### Where the registers sit

Drawn at 6 px/um. Other sequential cells in the stronger gray, the rest of the logic in the fainter gray.
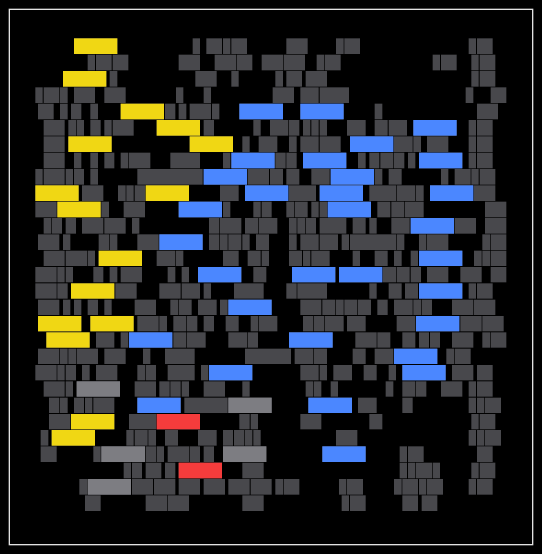
### Signal wires on met3

Drawn at 4 px/um.
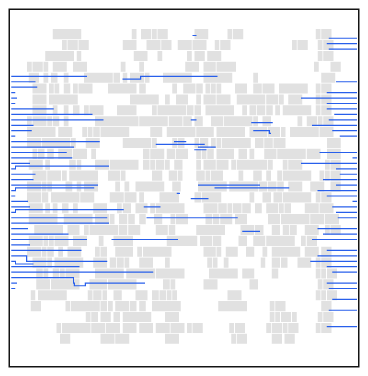
===== src/rtl/ahb_bus.sv =====
// Single-outstanding AHB-Lite read master: each READ request fetches one
// halfword from a wrapping address sequence and reports the slave response.
module ahb_bus #(
   parameter logic [31:0] ADDR_START = 32'h0000_0000,
   parameter logic [31:0] ADDR_LAST  = 32'h0000_00FE,
   parameter logic [31:0] ADDR_INCR  = 32'd2
) (
   input  logic        HCLK,
   input  logic        HRESETn,
   input  logic        READ,
   output logic [15:0] DATAOUT,
   output logic [31:0] HADDR,
   output logic [1:0]  HTRANS,
   output logic        HWRITE,
   output logic [2:0]  HSIZE,
   output logic [2:0]  HBURST,
   output logic [3:0]  HPROT,
   output logic [31:0] HWDATA,
   input  logic [15:0] HRDATA,
   input  logic        HREADY,
   input  logic [1:0]  HRESP,
   output logic [1:0]  RESP_err,
   output logic        AHB_BUSY,
   output logic        VALID,
   output logic [1:0]  fsm_state
);

   // Handshake: READ is a level request sampled only in IDLE; a slave phase
   // completes on any rising edge where HREADY=1; VALID strobes one cycle
   // when DATAOUT has been loaded from an OKAY completion.

   typedef enum logic [1:0] {
      IDLE = 2'd0,
      ADDR = 2'd1,
      DATA = 2'd2
   } state_t;

   localparam logic [1:0] TRANS_IDLE   = 2'b00;
   localparam logic [1:0] TRANS_NONSEQ = 2'b10;

   state_t      state;
   logic [31:0] next_addr;

   // HADDR doubles as the address register: it only moves on an OKAY
   // completion, so it is stable through the address phase by construction.
   always_comb begin
      next_addr = HADDR + ADDR_INCR;
      if (HADDR == ADDR_LAST) begin
         next_addr = ADDR_START;
      end
   end

   always_ff @(posedge HCLK) begin
      if (HRESETn) begin
         state    <= IDLE;
         HADDR    <= ADDR_START;
         HTRANS   <= TRANS_IDLE;
         DATAOUT  <= 16'h0000;
         RESP_err <= 2'b00;
         AHB_BUSY <= 1'b0;
         VALID    <= 1'b0;
      end else begin
         VALID <= 1'b0;
         case (state)
            IDLE: begin
               if (READ) begin
                  state    <= ADDR;
                  HTRANS   <= TRANS_NONSEQ;
                  AHB_BUSY <= 1'b1;
               end
            end
            ADDR: begin
               if (HREADY) begin
                  state  <= DATA;
                  HTRANS <= TRANS_IDLE;
               end
            end
            DATA: begin
               if (HREADY) begin
                  state    <= IDLE;
                  AHB_BUSY <= 1'b0;
                  RESP_err <= HRESP;
                  if (HRESP == 2'b00) begin
                     DATAOUT <= HRDATA;
                     VALID   <= 1'b1;
                     HADDR   <= next_addr;
                  end
               end
            end
            default: begin
               state    <= IDLE;
               HTRANS   <= TRANS_IDLE;
               AHB_BUSY <= 1'b0;
            end
         endcase
      end
   end

   assign fsm_state = state;

   // Fixed attributes of a privileged, single-beat halfword data read.
   assign HWRITE = 1'b0;
   assign HSIZE  = 3'b001;
   assign HBURST = 3'b000;
   assign HPROT  = 4'b0011;
   assign HWDATA = 32'h0000_0000;

endmodule


===== config.mk =====
export PLATFORM = sky130hd
export DESIGN_NAME = ahb_bus
export DESIGN_NICKNAME = d
export VERILOG_FILES = /design/src/rtl/ahb_bus.sv
export SDC_FILE = /design/constraint.sdc
export NUM_CORES = 1
export LEC_CHECK = 0
export CAP_MARGIN = 10
export CORE_AREA = 4 4 83 85
export DETAILED_ROUTE_END_ITERATION = 6
export DIE_AREA = 0 0 87 89
export GPL_TIMING_DRIVEN = 0
export PLACE_DENSITY = 0.84
export SETUP_SLACK_MARGIN = 0.05
export SLEW_MARGIN = 5
export SYNTH_ARGS = -nofsm -noshare
export SYNTH_HDL_FRONTEND = slang
export SYNTH_SLANG_ARGS = --single-unit

===== constraint.sdc =====
create_clock -name HCLK -period 4.1 [get_ports HCLK]
set_input_delay 0.41 -clock HCLK [delete_from_list [all_inputs] [get_ports HCLK]]
set_output_delay 0.41 -clock HCLK [all_outputs]
set_load 0.02 [all_outputs]

==> results.tsv <==
stage	metric	value	unit
floorplanning	CORE AREA	6200	um^2
worst_setup_path	crit path capture type	flip-flop	
synth	yosys xor share	0.0837	
final_layout	Final Core Density	0.618	
final_timing	Final setup violation count	0	
final_layout	Area growth syn-to-layout	41.0	%
final_layout	fraction of area in registers	0.282	
final_timing	f_max	448	MHz
global_route	first-pass GRT wire length	10.3	mm
global_route	GR Layer Usage met2	0.278	
floorplanning	cell row count	29	
final_layout	register area	1080	um^2
final_layout	Logic cell area	1380	um^2
final_layout	most frequent cells in the layout	clkdlybuf4s50_1 (74), dfxtp_1 (54), nand2_1 (49)	
synth	Post-Synth AOI/OAI Area	0.0612	
synth	yosys cell count	330	
floorplanning	Ports	121	
floorplanning	FP Core Util	0.438	
synth	synthesized cell area	2720	um^2
global_route	gr usage total	0.167	
cts	post-CTS setup buffer count	0	
synth	Main logic family	simple AND/OR/NAND/NOR gates	
cts	clk slew on worst S/H paths	0.10	ns
drt	DR iter-0 viols	81	
final_timing	Slew HR	0.663	
floorplanning	Die Width	87	um
floorplanning	Die Area	7740	um^2
drt	met3 wire length	928	um
final_layout	Inserted Diodes	0	
final_layout	nets@finish	478	
drt	TritonRoute pass-1 iters	4	
cts	Late-Pin Clk Latency	0.32	ns
floorplanning	die height	89	um
final_layout	FFs & Latches	54	
worst_setup_path	worst path arrival time	2.44	ns
worst_setup_path	CP Launch Type	input pin	
job	tool warning count	27	
worst_setup_path	Setup Crit Path Kind	in2reg	
final_timing	final hold vios	0	
synth	Registers, synthesis	54	
final_timing	setup TNS	0	ns
drt	met2 wire length	3.00	mm
final_timing	final slew viol count	0	
drt	DR DRC count	0	
global_route	vias in the first global route	2230	
outcome	status	finished clean	
final_layout	Final Instance Area	3830	um^2
placement	routability cong.	0.792	
final_layout	multi-input combinational gate total	253	
final_layout	Comb area share	0.359	
drt	M1 WL	2.43	mm
cts	clk sinks	54	
final_timing	clk_skew	0.0154	ns
drt	routed len/inst	12.1	um
hold_path	hold_sp	DATAOUT[13]$_SDFFE_PP0P_	
cts	CTS tree	yes	
power	Design Power	1.04	mW
worst_setup_path	CP max FO	10	
final_layout	fillers	560	
final_layout	NonClk Buf Share	0.298	
final_timing	hold slack final	0.457	ns
placement	PortBufs	74	
placement	Placed Cells incl. Taps	524	
worst_setup_path	Critical Path RT	4.31	ns
power	peak supply drop	0.000227	V
placement	Post-DP Area	3720	um^2
worst_setup_path	CP Launch Point	HREADY	
synth	yosys adder share	0.00920	
final_layout	Biggest Area Class	multi-input combinational cells	
final_timing	RSZ-0062 raised after global routing	false	
global_route	largest net degree at the start of global routing	19	
floorplanning	Tap Count	77	
final_layout	non-clock inverter count	6	
cts	CTS Hold Buffers Added	0	
synth	Post-Syn Area per Cell	8.24	um^2
final_layout	ClkCell Share	0.0303	
final_timing	fin crit period	2.23	ns
final_layout	Non-clock buffers	134	
power	Pwr Density	270	nW/um^2
final_timing	worst slew pin tran	0.506	ns
final_timing	final period utilization	0.544	
global_route	initial antenna violation count	0	
-- 'Where the registers sit' (at the start) --
| color | name in the netlist | flops |
|---|---|---|
| blue | HADDR | 31 |
| red | fsm_state | 2 |
| yellow | DATAOUT | 16 |
not colored: 5

-- 'Signal wires on met3' (at the start) --
longest straight run: 35.2 um
nets with wire on the layer: 90
main direction: horizontal
wire length on this layer: 929 um
share of all routed wire: 14%
Routed WL: 6.44 mm
Vias: 2,481
M3 GR Usage: 0.0857

-- flip-flops by register name, indices dropped and copies added (netlist names) --
register   cells
HADDR         31
RESP_err       2
fsm_state      2
AHB_BUSY       1
VALID          1
DATAOUT       16
HTRANS         1
-- power by group --
group / internal, mW / switching [mW]
Sequential: 0.528 / 0.00282
Clock: 0.187 / 0.188
Combinational: 0.0604 / 0.0697
Total: 0.775 / 0.261
-- Yosys cell counts, drive strengths merged --
library cell  instances  area (um^2)
nand3b                1         20.0
a41o                  1         10.0
and4                  3         26.3
xnor2                13          114
nor3                  6         30.0
mux2i                 1         10.0
nand4                14          100
inv                   6         22.5
clkbuf                9         33.8
and2                  1         6.26
o21ai                 4         20.0
conb                  2         7.51
nand2                49          184
and3                  4         25.0
or3b                  1         8.76
nor2                 34          128
xor2                 13          114
or2                   2         12.5
or3                   5         31.3
buf                  51          369
a21oi                26          130
nor3b                 2         20.0
ha                    2         25.0
nand3                11         65.1
a31oi                 1         6.26
dfxtp                54         1080
and3b                 1         8.76
nor4                 13          111
-- worst paths after layout --
check | depth (start not counted) | slack [ns] | end
worst max register to register | 6 | 2.03 | HADDR[18]$_SDFFE_PP0P_
worst min-delay path | 2 | 0.46 | DATAOUT[13]$_SDFFE_PP0P_
worst min register to register | 2 | 0.46 | DATAOUT[13]$_SDFFE_PP0P_
worst max-delay path | 9 | 1.87 | HADDR[23]$_SDFFE_PP0P_
-- critical path, cell delays in order --
cell and delay (ns):
clkdlybuf4s50_1 0.61, and3b_1 0.19, buf_2 0.15, and3_1 0.15, clkbuf_1 0.23, a41o_1 0.21, buf_4 0.17, buf_2 0.23
nor2_1 0.08
No activity file was given, so power comes from the tool's default toggle rates.
